===== config.mk =====
export PLATFORM = sky130hd
export DESIGN_NAME = rca_stage_ctrl
export DESIGN_NICKNAME = d
export VERILOG_FILES = /design/src/rtl/rca_stage_pkg.sv /design/src/rtl/rca_stage_ctrl.sv
export SDC_FILE = /design/constraint.sdc
export NUM_CORES = 1
export LEC_CHECK = 0
export ABC_CLOCK_PERIOD_IN_PS = 1500
export CORE_AREA = 2 2 107 109
export DETAILED_ROUTE_END_ITERATION = 12
export DIE_AREA = 0 0 109 111
export PLACE_DENSITY = 0.66
export SYNTH_ARGS = -nofsm -noshare
export SYNTH_HDL_FRONTEND = slang
export SYNTH_SLANG_ARGS = --single-unit

===== constraint.sdc =====
create_clock -name i_clk -period 1.5 [get_ports i_clk]
set_input_delay 0.3 -clock i_clk [delete_from_list [all_inputs] [get_ports i_clk]]
set_output_delay 0.3 -clock i_clk [all_outputs]
set_load 0.05 [all_outputs]

===== src/rtl/rca_stage_pkg.sv =====
// Shared types and default constants for the ripple-carry staging controller.
// The state enum is the FSM encoding; the DEF_* values are the reference configuration.
package rca_stage_pkg;

    typedef enum logic [1:0] {
        IDLE   = 2'd0,
        SETTLE = 2'd1,
        OUT    = 2'd2
    } state_t;

    localparam int DEF_WIDTH         = 23;
    localparam int DEF_SETTLE_CYCLES = 2;
    localparam int DEF_CNT_W         = 16;

    // The settle counter only ever holds values 0..SETTLE_CYCLES-1.
    function automatic int settle_cnt_w(input int settle_cycles);
        return $clog2(settle_cycles + 1);
    endfunction

endpackage


===== src/rtl/rca_stage_ctrl.sv =====
// Staging controller around an external adder: accepts an operand pair, holds it stable on
// the adder inputs for SETTLE_CYCLES, captures the sum and hands it off on a valid/ready channel.
module rca_stage_ctrl
    import rca_stage_pkg::*;
#(
    parameter int WIDTH         = DEF_WIDTH,
    parameter int SETTLE_CYCLES = DEF_SETTLE_CYCLES,
    parameter int CNT_W         = DEF_CNT_W
) (
    input  logic             i_clk,
    input  logic             i_rst_n,
    input  logic             i_valid,
    output logic             o_ready,
    input  logic [WIDTH-1:0] i_add_term1,
    input  logic [WIDTH-1:0] i_add_term2,
    output logic [WIDTH-1:0] o_term1,
    output logic [WIDTH-1:0] o_term2,
    input  logic [WIDTH:0]   i_result,
    output logic             o_valid,
    input  logic             i_ready,
    output logic [WIDTH:0]   o_result,
    output logic [CNT_W-1:0] o_txn_count
);

    localparam int SCW = settle_cnt_w(SETTLE_CYCLES);

    if (SETTLE_CYCLES < 1) begin : g_bad_settle
        $error("rca_stage_ctrl: SETTLE_CYCLES must be >= 1");
    end

    localparam logic [SCW-1:0] SETTLE_LOAD = SCW'(SETTLE_CYCLES - 1);

    state_t         state;
    logic [SCW-1:0] settle_cnt;

    assign o_ready = (state == IDLE);
    assign o_valid = (state == OUT);

    // NOTE: all sequential state uses non-blocking assignments so every register samples
    // the pre-edge values, independent of statement order inside the block.
    always_ff @(posedge i_clk or negedge i_rst_n) begin
        if (!i_rst_n) begin
            state       <= IDLE;
            settle_cnt  <= '0;
            o_term1     <= '0;
            o_term2     <= '0;
            o_result    <= '0;
            o_txn_count <= '0;
        end else begin
            case (state)
                IDLE: begin
                    if (i_valid) begin
                        o_term1    <= i_add_term1;
                        o_term2    <= i_add_term2;
                        settle_cnt <= SETTLE_LOAD;
                        state      <= SETTLE;
                    end
                end
                SETTLE: begin
                    // Capture lands on accept edge + SETTLE_CYCLES.
                    if (settle_cnt == '0) begin
                        o_result <= i_result;
                        state    <= OUT;
                    end else begin
                        settle_cnt <= settle_cnt - 1'b1;
                    end
                end
                OUT: begin
                    if (i_ready) begin
                        o_txn_count <= o_txn_count + 1'b1;
                        state       <= IDLE;
                    end
                end
                default: state <= IDLE;
            endcase
        end
    end

endmodule


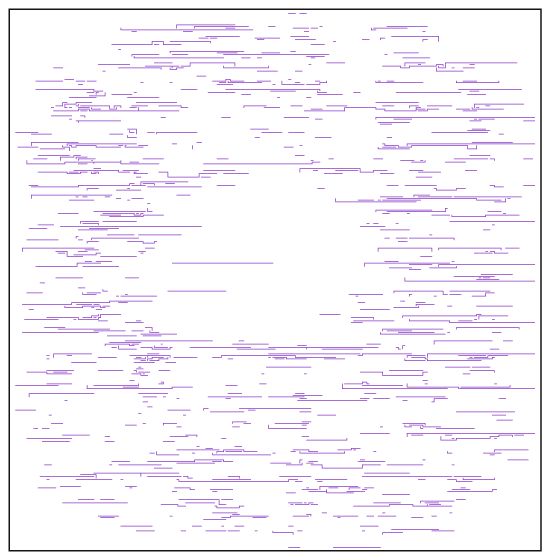
Figure 1: signal wires on met1.
391 nets have wire on it. The longest straight run is 32.7 µm. The layer carries 3710 µm of wire. The layer holds 42% of the routed length. The wires run mostly horizontal.
sum of routed wire length over all layers: 8.85 mm
total via count after detailed routing: 2477

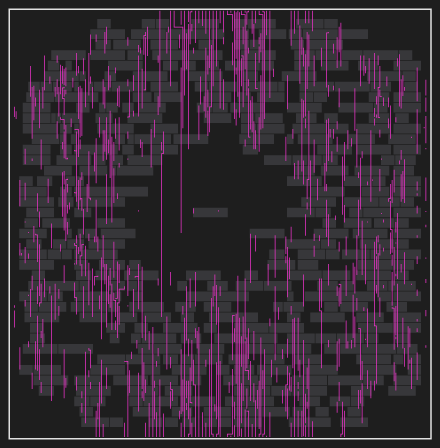
Figure 2: signal wires on met2.
The longest straight run is 42.8 µm. The layer carries 4320 µm of wire. The layer holds 49% of the routed length.
met2 track demand over resource: 25.3%

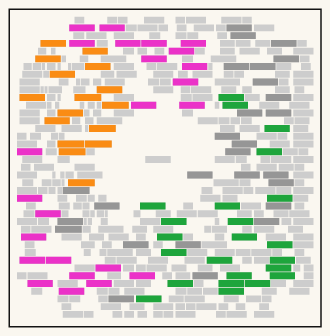
Figure 3: sequential cells grouped by signal name.
Other sequential cells in the stronger gray, the rest of the logic in the fainter gray.
Magenta marks o_result, flops 24. Green marks o_term1, flops 23. Orange marks o_txn_count, flops 16.
Another 27 sequential cells are not colored.
Seq. pwr: 4.68 mW
share of the final layout cell area in sequential cells: 33.3%
FF+latch area: 2260 µm²
final core utilization: 61.4%

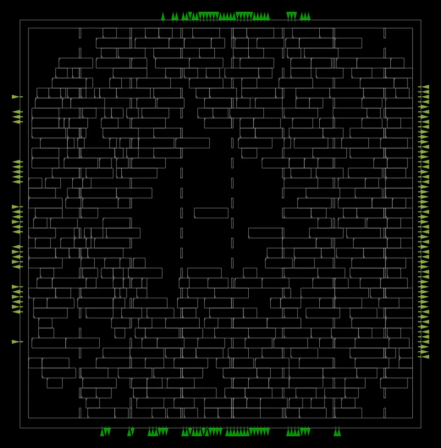
Figure 4: cell outlines without signal wires.
Core ar.: 11100 µm²
filler cell count: 827
Tapcell Cnt: 143
sequential cell count: 90
Site Rows: 39

==> run summary <==
Implementation results are summarized by area below.

Route
The routed length on met2 is 4.32 mm.

Finish
The number of nets in the final layout is 482. The registers reported with the highest flop counts are o_result x24, o_term1 x23, o_term2 x23. The fraction of final cell area spent on clock buffers and inverters in this run is 4.14%. The count of inserted antenna diode cells is 0. The most common cell after layout, fill and taps aside is sky130_fd_sc_hd__buf_12. The combinational gate area is 1360 µm². Leaving out filler cells and counting taps, the final layout contains 554.

Synth
The cell total in the yosys stat output is 227. The warning count from the yosys run is 0.

STA
The final worst clock skew is 0.00392 ns. The final worst slack is -0.000271 ns. The shortest period the worst path allows is 1.50 ns.

Counting pins that exceed their max-slew limit in the final report gives 0. The number of setup violations in the final report is 1.

Critical path
Following the worst setup path forward leads to its endpoint at o_valid. The worst setup slack for register-to-register paths is 0.06 ns. The timing report notes that buffer and inverter cells on the critical path total 1. The critical path launch point type is a register.

Clock network
The number of gates resized after CTS is 2. In this run, CTS created clock tree buffers numbering 9. The clock slew seen by the registers of the worst setup and hold paths is 0.06 ns.

Clock tree synthesis found a total of 90 sinks. The total setup buffers inserted after CTS is 0.

Die
The area enclosed by the die boundary is 12100 µm².

Status
The run finished, with violations left. The final reports fail on negative setup slack.

GRT
The first global-routing pass estimated 14.4 mm of wire. The pin count of the biggest net entering global routing is 28. The via count of the first global-routing pass came to 2819.

The global routing met1 resource utilization is 18.8%.

Place
Per the gpl log, the routability congestion estimate is 0.786.

Power and ir drop
Per the OpenROAD power report, switching power amounts to 7.13 mW. Internal power comes to 10.5 mW.
Power is estimated from default activity; no workload was simulated.
